Run 1, where the registers sit:
Other sequential cells in the stronger gray, the rest of the logic in the fainter gray.
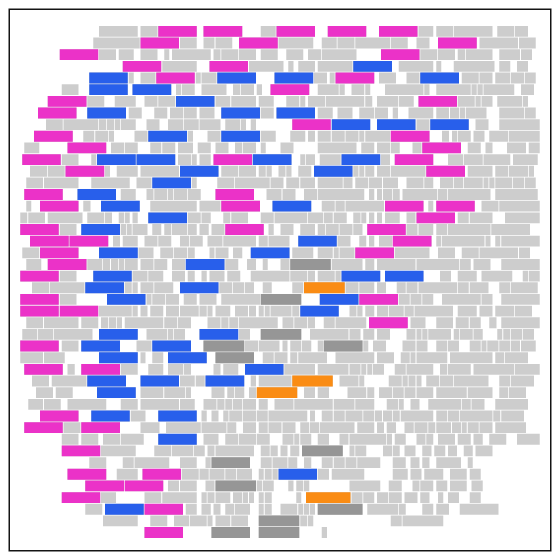
Run 1, signal wires by layer:
Only two layers are drawn.
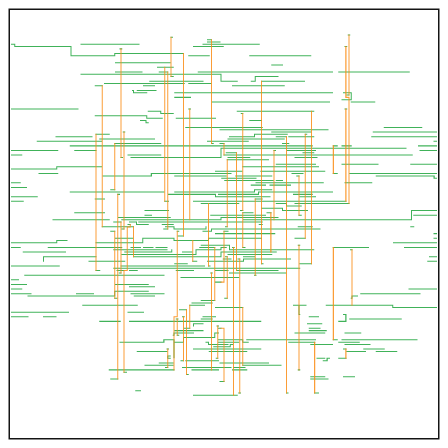
Run 1, metal 2:
Scale bar: 50 µm.
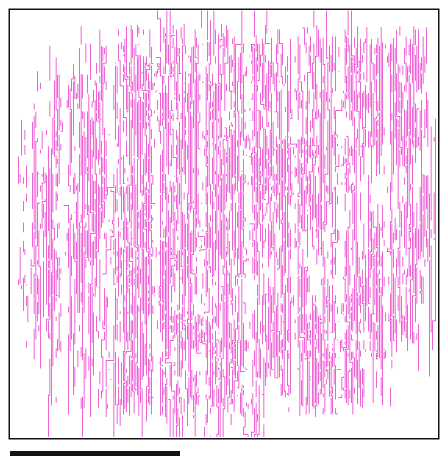
[config.mk]
export PLATFORM = sky130hd
export DESIGN_NAME = aclk_alarm_bank
export DESIGN_NICKNAME = d
export VERILOG_FILES = /design/src/rtl/aclk_alarm_bank.sv
export SDC_FILE = /design/constraint.sdc
export NUM_CORES = 1
export LEC_CHECK = 0
export ABC_CLOCK_PERIOD_IN_PS = 2150
export CAP_MARGIN = 5
export CORE_MARGIN = 2
export CORE_UTILIZATION = 58
export DETAILED_ROUTE_END_ITERATION = 6
export DONT_BUFFER_PORTS = 1
export GPL_TIMING_DRIVEN = 0
export PLACE_DENSITY = 0.76
export SLEW_MARGIN = 20
export SYNTH_ARGS = -nofsm -noshare
export SYNTH_HDL_FRONTEND = slang
export SYNTH_SLANG_ARGS = --single-unit
[constraint.sdc]
create_clock -name clock -period 2.15 [get_ports clock]
set_clock_uncertainty 0.05 [all_clocks]
set_input_delay 0.215 -clock clock [delete_from_list [all_inputs] [get_ports clock]]
set_output_delay 0.215 -clock clock [all_outputs]
set_load 0.1 [all_outputs]
[src/rtl/aclk_alarm_bank.sv]
// ---------------------------------------------------------------------------
// aclk_alarm_bank
// Multi-slot alarm store for the 24-hour alarm clock. Each slot holds a BCD
// hh:mm alarm and an enable. Each slot is compared against the running clock
// time. A slot raises a sticky pending flag once per occurrence of its time.
// Pending flags can be acknowledged, or snoozed by SNOOZE_MIN minutes.
//
// Ports
//   clock, reset              rising-edge clock, async active-low reset
//   load_new_alarm            strobe: write new_alarm_* into load_slot
//   load_slot                 target slot for load / disable
//   new_alarm_{ms,ls}_{hr,min}  BCD alarm time to load
//   disable_alarm             clear enable/pending/snooze of load_slot
//   current_time_*            running BCD clock time (assumed valid)
//   alarm_ack                 clear all pending flags, cancel snoozes
//   snooze                    re-arm pending slots SNOOZE_MIN minutes ahead
//   rd_slot                   readback select
//   alarm_time_*              stored time of rd_slot (combinational)
//   alarm_enabled             per-slot enable
//   alarm_pending             per-slot sticky fired flag
//   alarm                     OR of alarm_pending
//   load_err                  one-cycle pulse after a rejected load
// ---------------------------------------------------------------------------
module aclk_alarm_bank #(
  parameter int unsigned NUM_ALARMS = 4,
  parameter int unsigned SLOT_W     = 2,
  parameter int unsigned SNOOZE_MIN = 9
) (
  input  logic                  clock,
  input  logic                  reset,
  input  logic                  load_new_alarm,
  input  logic [SLOT_W-1:0]     load_slot,
  input  logic [3:0]            new_alarm_ms_hr,
  input  logic [3:0]            new_alarm_ls_hr,
  input  logic [3:0]            new_alarm_ms_min,
  input  logic [3:0]            new_alarm_ls_min,
  input  logic                  disable_alarm,
  input  logic [3:0]            current_time_ms_hr,
  input  logic [3:0]            current_time_ls_hr,
  input  logic [3:0]            current_time_ms_min,
  input  logic [3:0]            current_time_ls_min,
  input  logic                  alarm_ack,
  input  logic                  snooze,
  input  logic [SLOT_W-1:0]     rd_slot,
  output logic [3:0]            alarm_time_ms_hr,
  output logic [3:0]            alarm_time_ls_hr,
  output logic [3:0]            alarm_time_ms_min,
  output logic [3:0]            alarm_time_ls_min,
  output logic [NUM_ALARMS-1:0] alarm_enabled,
  output logic [NUM_ALARMS-1:0] alarm_pending,
  output logic                  alarm,
  output logic                  load_err
);

  localparam int unsigned MIN_W = 7;  // holds 59 + 59
  localparam int unsigned HR_W  = 5;  // holds 24

  typedef struct packed {
    logic [3:0] ms_hr;
    logic [3:0] ls_hr;
    logic [3:0] ms_min;
    logic [3:0] ls_min;
  } bcd_time_t;

  // Slot state
  bcd_time_t                 time_q     [NUM_ALARMS];
  bcd_time_t                 time_d     [NUM_ALARMS];
  bcd_time_t                 snz_time_q [NUM_ALARMS];
  bcd_time_t                 snz_time_d [NUM_ALARMS];
  logic [NUM_ALARMS-1:0]     en_q,      en_d;
  logic [NUM_ALARMS-1:0]     pend_q,    pend_d;
  logic [NUM_ALARMS-1:0]     snz_act_q, snz_act_d;
  logic [NUM_ALARMS-1:0]     mprev_q,   mprev_d;
  logic                      load_err_q, load_err_d;

  // Combinational helpers
  bcd_time_t                 cur_time_c;
  bcd_time_t                 new_time_c;
  bcd_time_t                 snz_calc_c;
  bcd_time_t                 target_c   [NUM_ALARMS];
  bcd_time_t                 rd_time_c;
  logic [NUM_ALARMS-1:0]     match_c;
  logic [NUM_ALARMS-1:0]     fire_c;
  logic                      hr_ok_c;
  logic                      slot_ok_c;
  logic                      load_valid_c;
  logic                      snooze_go_c;
  logic                      ack_go_c;
  logic [MIN_W-1:0]          cur_min_bin_c, snz_min_bin_c;
  logic [HR_W-1:0]           cur_hr_bin_c,  snz_hr_bin_c;

  assign cur_time_c = '{ms_hr:  current_time_ms_hr,  ls_hr:  current_time_ls_hr,
                         ms_min: current_time_ms_min, ls_min: current_time_ls_min};
  assign new_time_c = '{ms_hr:  new_alarm_ms_hr,     ls_hr:  new_alarm_ls_hr,
                         ms_min: new_alarm_ms_min,    ls_min: new_alarm_ls_min};

  // Load validation: legal 24-hour BCD time and an existing slot
  always_comb begin
    hr_ok_c = 1'b0;
    if (new_alarm_ms_hr < 4'd2)       hr_ok_c = (new_alarm_ls_hr <= 4'd9);
    else if (new_alarm_ms_hr == 4'd2) hr_ok_c = (new_alarm_ls_hr <= 4'd3);
    slot_ok_c    = (32'(load_slot) < NUM_ALARMS);
    load_valid_c = hr_ok_c && slot_ok_c &&
                   (new_alarm_ms_min <= 4'd5) && (new_alarm_ls_min <= 4'd9);
  end

  // Snooze target: current time + SNOOZE_MIN, done in binary then back to BCD
  always_comb begin
    cur_min_bin_c = MIN_W'(current_time_ms_min) * MIN_W'(10)
                  + MIN_W'(current_time_ls_min) + MIN_W'(SNOOZE_MIN);
    cur_hr_bin_c  = HR_W'(current_time_ms_hr) * HR_W'(10) + HR_W'(current_time_ls_hr);
    snz_min_bin_c = cur_min_bin_c;
    snz_hr_bin_c  = cur_hr_bin_c;
    if (cur_min_bin_c >= MIN_W'(60)) begin
      snz_min_bin_c = cur_min_bin_c - MIN_W'(60);
      snz_hr_bin_c  = cur_hr_bin_c + HR_W'(1);
    end
    if (snz_hr_bin_c >= HR_W'(24)) snz_hr_bin_c = snz_hr_bin_c - HR_W'(24);
    snz_calc_c.ms_hr  = 4'(snz_hr_bin_c / HR_W'(10));
    snz_calc_c.ls_hr  = 4'(snz_hr_bin_c % HR_W'(10));
    snz_calc_c.ms_min = 4'(snz_min_bin_c / MIN_W'(10));
    snz_calc_c.ls_min = 4'(snz_min_bin_c % MIN_W'(10));
  end

  // Snooze only counts when something is pending; it then overrides ack
  assign snooze_go_c = snooze && (|pend_q);
  assign ack_go_c    = alarm_ack && !snooze_go_c;

  // Per-slot next state: load > disable > snooze/ack, with a fire edge winning on pending
  always_comb begin
    time_d     = time_q;
    snz_time_d = snz_time_q;
    en_d       = en_q;
    pend_d     = pend_q;
    snz_act_d  = snz_act_q;
    mprev_d    = mprev_q;
    load_err_d = load_new_alarm && !load_valid_c;
    match_c    = '0;
    fire_c     = '0;
    for (int unsigned i = 0; i < NUM_ALARMS; i++) begin
      target_c[i] = snz_act_q[i] ? snz_time_q[i] : time_q[i];
      match_c[i]  = en_q[i] && (cur_time_c == target_c[i]);
      fire_c[i]   = match_c[i] && !mprev_q[i];
      mprev_d[i]  = match_c[i];
      if (load_new_alarm && load_valid_c && (load_slot == SLOT_W'(i))) begin
        time_d[i]    = new_time_c;
        en_d[i]      = 1'b1;
        pend_d[i]    = 1'b0;
        snz_act_d[i] = 1'b0;
        // Treat a load equal to the current time as already seen
        mprev_d[i]   = 1'b1;
      end else if (disable_alarm && (load_slot == SLOT_W'(i))) begin
        en_d[i]      = 1'b0;
        pend_d[i]    = 1'b0;
        snz_act_d[i] = 1'b0;
      end else begin
        if (snooze_go_c && pend_q[i]) begin
          snz_time_d[i] = snz_calc_c;
          snz_act_d[i]  = 1'b1;
          pend_d[i]     = 1'b0;
        end else if (ack_go_c) begin
          pend_d[i]     = 1'b0;
          snz_act_d[i]  = 1'b0;
        end
        if (fire_c[i]) begin
          pend_d[i] = 1'b1;
          // A fire from the snooze target ends that snooze
          if (snz_act_q[i] && !(snooze_go_c && pend_q[i])) snz_act_d[i] = 1'b0;
        end
      end
    end
  end

  // State registers
  always_ff @(posedge clock or negedge reset) begin
    if (!reset) begin
      for (int unsigned i = 0; i < NUM_ALARMS; i++) begin
        time_q[i]     <= '0;
        snz_time_q[i] <= '0;
      end
      en_q       <= '0;
      pend_q     <= '0;
      snz_act_q  <= '0;
      mprev_q    <= '1;
      load_err_q <= 1'b0;
    end else begin
      for (int unsigned i = 0; i < NUM_ALARMS; i++) begin
        time_q[i]     <= time_d[i];
        snz_time_q[i] <= snz_time_d[i];
      end
      en_q       <= en_d;
      pend_q     <= pend_d;
      snz_act_q  <= snz_act_d;
      mprev_q    <= mprev_d;
      load_err_q <= load_err_d;
    end
  end

  // Readback mux; unpopulated slot indices read 00:00
  always_comb begin
    rd_time_c = '0;
    for (int unsigned i = 0; i < NUM_ALARMS; i++) begin
      if (rd_slot == SLOT_W'(i)) rd_time_c = time_q[i];
    end
  end

  assign alarm_time_ms_hr  = rd_time_c.ms_hr;
  assign alarm_time_ls_hr  = rd_time_c.ls_hr;
  assign alarm_time_ms_min = rd_time_c.ms_min;
  assign alarm_time_ls_min = rd_time_c.ls_min;
  assign alarm_enabled     = en_q;
  assign alarm_pending     = pend_q;
  assign alarm             = |pend_q;
  assign load_err          = load_err_q;

endmodule

==> flow_results.xml, run 1 <==
<?xml version="1.0" encoding="UTF-8"?>
<metrics>
  <group name="worst_setup_path">
    <metric name="worst_setup_slack_for_register_to_register_paths" unit="ns">-0.20</metric>
    <metric name="cp_top_family" unit="">simple AND/OR/NAND/NOR gates</metric>
    <metric name="crit_type" unit="">in -&gt; reg</metric>
    <metric name="critical_path.cell_chain" unit="">ha_4, ha_4, fa_2, xnor2_4, inv_2, buf_4, buf_4, o21ai_2, nor4_4, or3_4, a311o_1, a211oi_4, or4_4, inv_2, ha_4, o21a_1, o41a_4, o21ai_4, mux2_4</metric>
    <metric name="critPathMaxFanout" unit="">5</metric>
    <metric name="setup.worst_path.start" unit="">current_time_ls_min[1]</metric>
    <metric name="slowest_stage" unit="">or4_4</metric>
  </group>
  <group name="finish">
    <metric name="syn_to_final_growth" unit="%">33.9</metric>
  </group>
  <group name="final_timing">
    <metric name="finalWorstSetupSlack" unit="ns">-1.57</metric>
    <metric name="accumulated_negative_setup_slack" unit="ns">-55.83</metric>
    <metric name="final_worst_path_cycle_share" unit="%">173</metric>
    <metric name="finalHoldViolCount" unit="">137</metric>
    <metric name="finalSetupViolCount" unit="">56</metric>
    <metric name="whs" unit="ns">-0.569</metric>
    <metric name="maxSlewViolCount" unit="">0</metric>
  </group>
  <group name="outcome">
    <metric name="failed_checks" unit="">negative hold slack, negative setup slack</metric>
    <metric name="run_status" unit="">finished with violations</metric>
  </group>
  <group name="floorplanning">
    <metric name="floorplan.core_util" unit="%">59.4</metric>
    <metric name="dieHeight" unit="µm">126</metric>
  </group>
  <group name="global_routing">
    <metric name="grt_max_degree" unit="">138</metric>
  </group>
  <group name="routing">
    <metric name="detail_route.first_pass.iterations" unit="">5</metric>
    <metric name="avg_vias_per_cell" unit="">6.82</metric>
    <metric name="post-route-drc-count" unit="">0</metric>
    <metric name="drt_iter0_drc" unit="">859</metric>
  </group>
  <group name="clocking">
    <metric name="clock_path_buffers" unit="">2</metric>
    <metric name="numClockSinks" unit="">137</metric>
    <metric name="clk_pin_slew" unit="ns">0.06</metric>
  </group>
  <group name="synthesis">
    <metric name="syn_avg_cell_area" unit="µm²">10.6</metric>
    <metric name="netlist.top_cell.by_area" unit="">dfrtp_1</metric>
    <metric name="simple_gate_area_share" unit="%">13.6</metric>
    <metric name="post_synth_instance_area" unit="mm²">0.00864</metric>
    <metric name="post_synth_most_frequent_cells" unit="">dfrtp_1, nand2_1, mux2_2, mux2i_1, o21ai_0</metric>
    <metric name="yosys.stat.chipArea" unit="mm²">0.00864</metric>
  </group>
  <group name="power_and_ir_drop">
    <metric name="leakage" unit="µW">0.00477</metric>
    <metric name="power_density" unit="mW/mm²">918</metric>
  </group>
  <group name="job">
    <metric name="warnings" unit="">36</metric>
  </group>
</metrics>
## Picture notes: 'where the registers sit'
Key: snz_time_q = blue [flops 56]; snz_act_q = orange [flops 4]; time_q = magenta [flops 64, where spread over the die]
Another 13 sequential cells are not colored.
area of all sequential standard cells: 0.00345 mm²
sequential cell area share: 29.8%
flip-flop and latch power: 2770 µW
share of the core filled with cells: 79.5%

## Picture notes: 'signal wires by layer'
Key: metal 3 = green [wire length 3220 µm]; metal 4 = orange [wire length 1390 µm]
vias after detailed routing: 7601
GRT Resource Usage Total: 36.3%
wirelength, routed: 30.4 mm
average routed wire per standard cell: 27.2 µm

## Picture notes: 'metal 2'
The longest straight run is 59.5 µm. The layer carries 14300 µm of wire.
met2 layer usage reported by global route: 57.6%

run 1: report_power, final:
part	internal (µW)	switching, µW
registers	2660	108
logic	2030	2710
clock network	1950	1160
run 1: sequential cells by signal, indices dropped and copies added, names as in the netlist:
register and flops:
snz_act_q 4, snz_time_q 56, time_q 64, alarm_enabled 4, load_err 1, mprev_q 4, alarm_pending 4
run 1: final cells by class:
type	instances	area, µm²
clock inverter	10	140
sequential	137	3450
buffer	35	303
clock buffer	22	484
tap	184	230
timing repair buffer	91	856
multi-input combinational	618	6030
inverter	16	63.8
antenna	1	2.50
fill	838	2970
run 1: routing by layer:
metal	wire (µm)	GRT usage [%]
met1	11400	47.8
met2	14300	57.6
met3	3220	8.96
met4	1390	15.4
met5	0	0
==> inputs of run 2 (changes only) <==
TNS_END_PERCENT = 1   (was default)
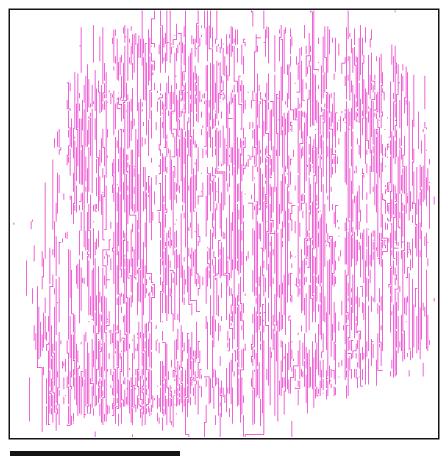
Run 2: metal 2
Scale bar: 50 µm.
The layer holds 47% of the routed length. 858 nets have wire on it. The layer carries 13100 µm of wire.
vias after detailed routing: 7374
wirelength, routed: 28.1 mm
met2 layer usage reported by global route: 55.9%

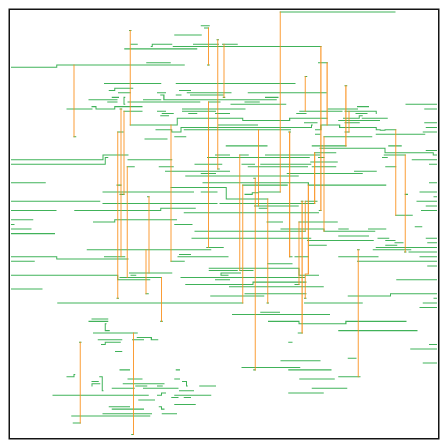
Run 2: signal wires by layer
Only two layers are drawn.
Key: metal 3 = green [wire length 2800 µm]; metal 4 = orange [wire length 1050 µm]
GRT Resource Usage Total: 35.7%
average routed wire per standard cell: 26.0 µm

==> flow_results.xml, run 2 <==
<?xml version="1.0" encoding="UTF-8"?>
<metrics>
  <group name="worst_setup_path">
    <metric name="worst_setup_slack_for_register_to_register_paths" unit="ns">-1.34</metric>
    <metric name="critPathMaxFanout" unit="">7</metric>
    <metric name="crit_type" unit="">in -&gt; reg</metric>
    <metric name="setup.worst_path.start" unit="">current_time_ms_min[2]</metric>
    <metric name="slowest_stage" unit="">a211oi_4</metric>
  </group>
  <group name="final_timing">
    <metric name="accumulated_negative_setup_slack" unit="ns">-62.19</metric>
    <metric name="final_worst_path_cycle_share" unit="%">174</metric>
    <metric name="finalHoldViolCount" unit="">137</metric>
    <metric name="finalWorstSetupSlack" unit="ns">-1.59</metric>
    <metric name="whs" unit="ns">-0.575</metric>
    <metric name="finalSetupViolCount" unit="">62</metric>
  </group>
  <group name="power_and_ir_drop">
    <metric name="power.clock.fraction" unit="%">31.4</metric>
    <metric name="p_sw_share" unit="%">36.3</metric>
    <metric name="power_density" unit="mW/mm²">897</metric>
    <metric name="leakage" unit="µW">0.00442</metric>
    <metric name="power_combinational" unit="µW">3770</metric>
    <metric name="portion_of_total_power_attributed_to_combinational_logic" unit="%">39.6</metric>
    <metric name="power.internal" unit="µW">6060</metric>
    <metric name="net-switching-power" unit="µW">3460</metric>
    <metric name="maxPowerGroup" unit="">combinational logic</metric>
    <metric name="pg_seq" unit="µW">2760</metric>
    <metric name="seqPwrFrac" unit="%">28.9</metric>
  </group>
  <group name="job">
    <metric name="warnings" unit="">36</metric>
  </group>
  <group name="synthesis">
    <metric name="post_synth_instance_area" unit="mm²">0.00864</metric>
    <metric name="yosys.stat.chipArea" unit="mm²">0.00864</metric>
    <metric name="netlist.top_cell.by_area" unit="">dfrtp_1</metric>
  </group>
  <group name="global_routing">
    <metric name="grt_max_degree" unit="">138</metric>
    <metric name="gr-max-usage-layer" unit="">met2</metric>
    <metric name="grtUsageMet1" unit="%">48.3</metric>
  </group>
  <group name="routing">
    <metric name="detail_route.first_pass.iterations" unit="">6</metric>
    <metric name="routed-wl-met2" unit="mm">13.1</metric>
    <metric name="drt_iter0_drc" unit="">863</metric>
    <metric name="avg_vias_per_cell" unit="">6.83</metric>
    <metric name="post-route-drc-count" unit="">0</metric>
  </group>
  <group name="outcome">
    <metric name="run_status" unit="">finished with violations</metric>
    <metric name="failed_checks" unit="">negative hold slack, negative setup slack</metric>
  </group>
  <group name="finish">
    <metric name="largest_reg_flops" unit="">64</metric>
    <metric name="syn_to_final_growth" unit="%">22.9</metric>
    <metric name="reg.largest.list" unit="">time_q: 64 flops, snz_time_q: 56 flops</metric>
    <metric name="final.fill_count" unit="">966</metric>
    <metric name="ant_cells" unit="">0</metric>
  </group>
  <group name="clocking">
    <metric name="clk_pin_slew" unit="ns">0.06</metric>
    <metric name="clock_path_buffers" unit="">2</metric>
    <metric name="numClockSinks" unit="">137</metric>
  </group>
</metrics>
==> run 2: cell count changes in the layout (fill, tap and decap cells not counted), sizes merged <==
cell | before | now
buf | 85 | 54
o41a | 2 | 1
clkinvlp | 4 | 1
diode | 1 | 0
dlygate4sd3 | 16 | 17
clkbuf | 47 | 46
clkinv | 3 | 5
==> run 2: final cells by class <==
class	instances	area (µm²)	area share, %
plain buffers	43	317	2.98
flip-flops and latches	137	3440	32.4
well taps	184	230	2.17
multi-input cells	617	5540	52.2
inverters	16	60.1	0.566
repair buffers	52	445	4.20
clock buffers	22	464	4.37
clock inverters	9	123	1.16
==> run 2: repair_timing <==
action,4_1_cts,5_1_grt
pin swaps,27,29
setup endpoints to repair,147,98
gates resized,120,52
gates cloned,0,0
endpoints found under the hold margin,194,137
buffers inserted,21,14
Power and IR drop assume default switching activity.
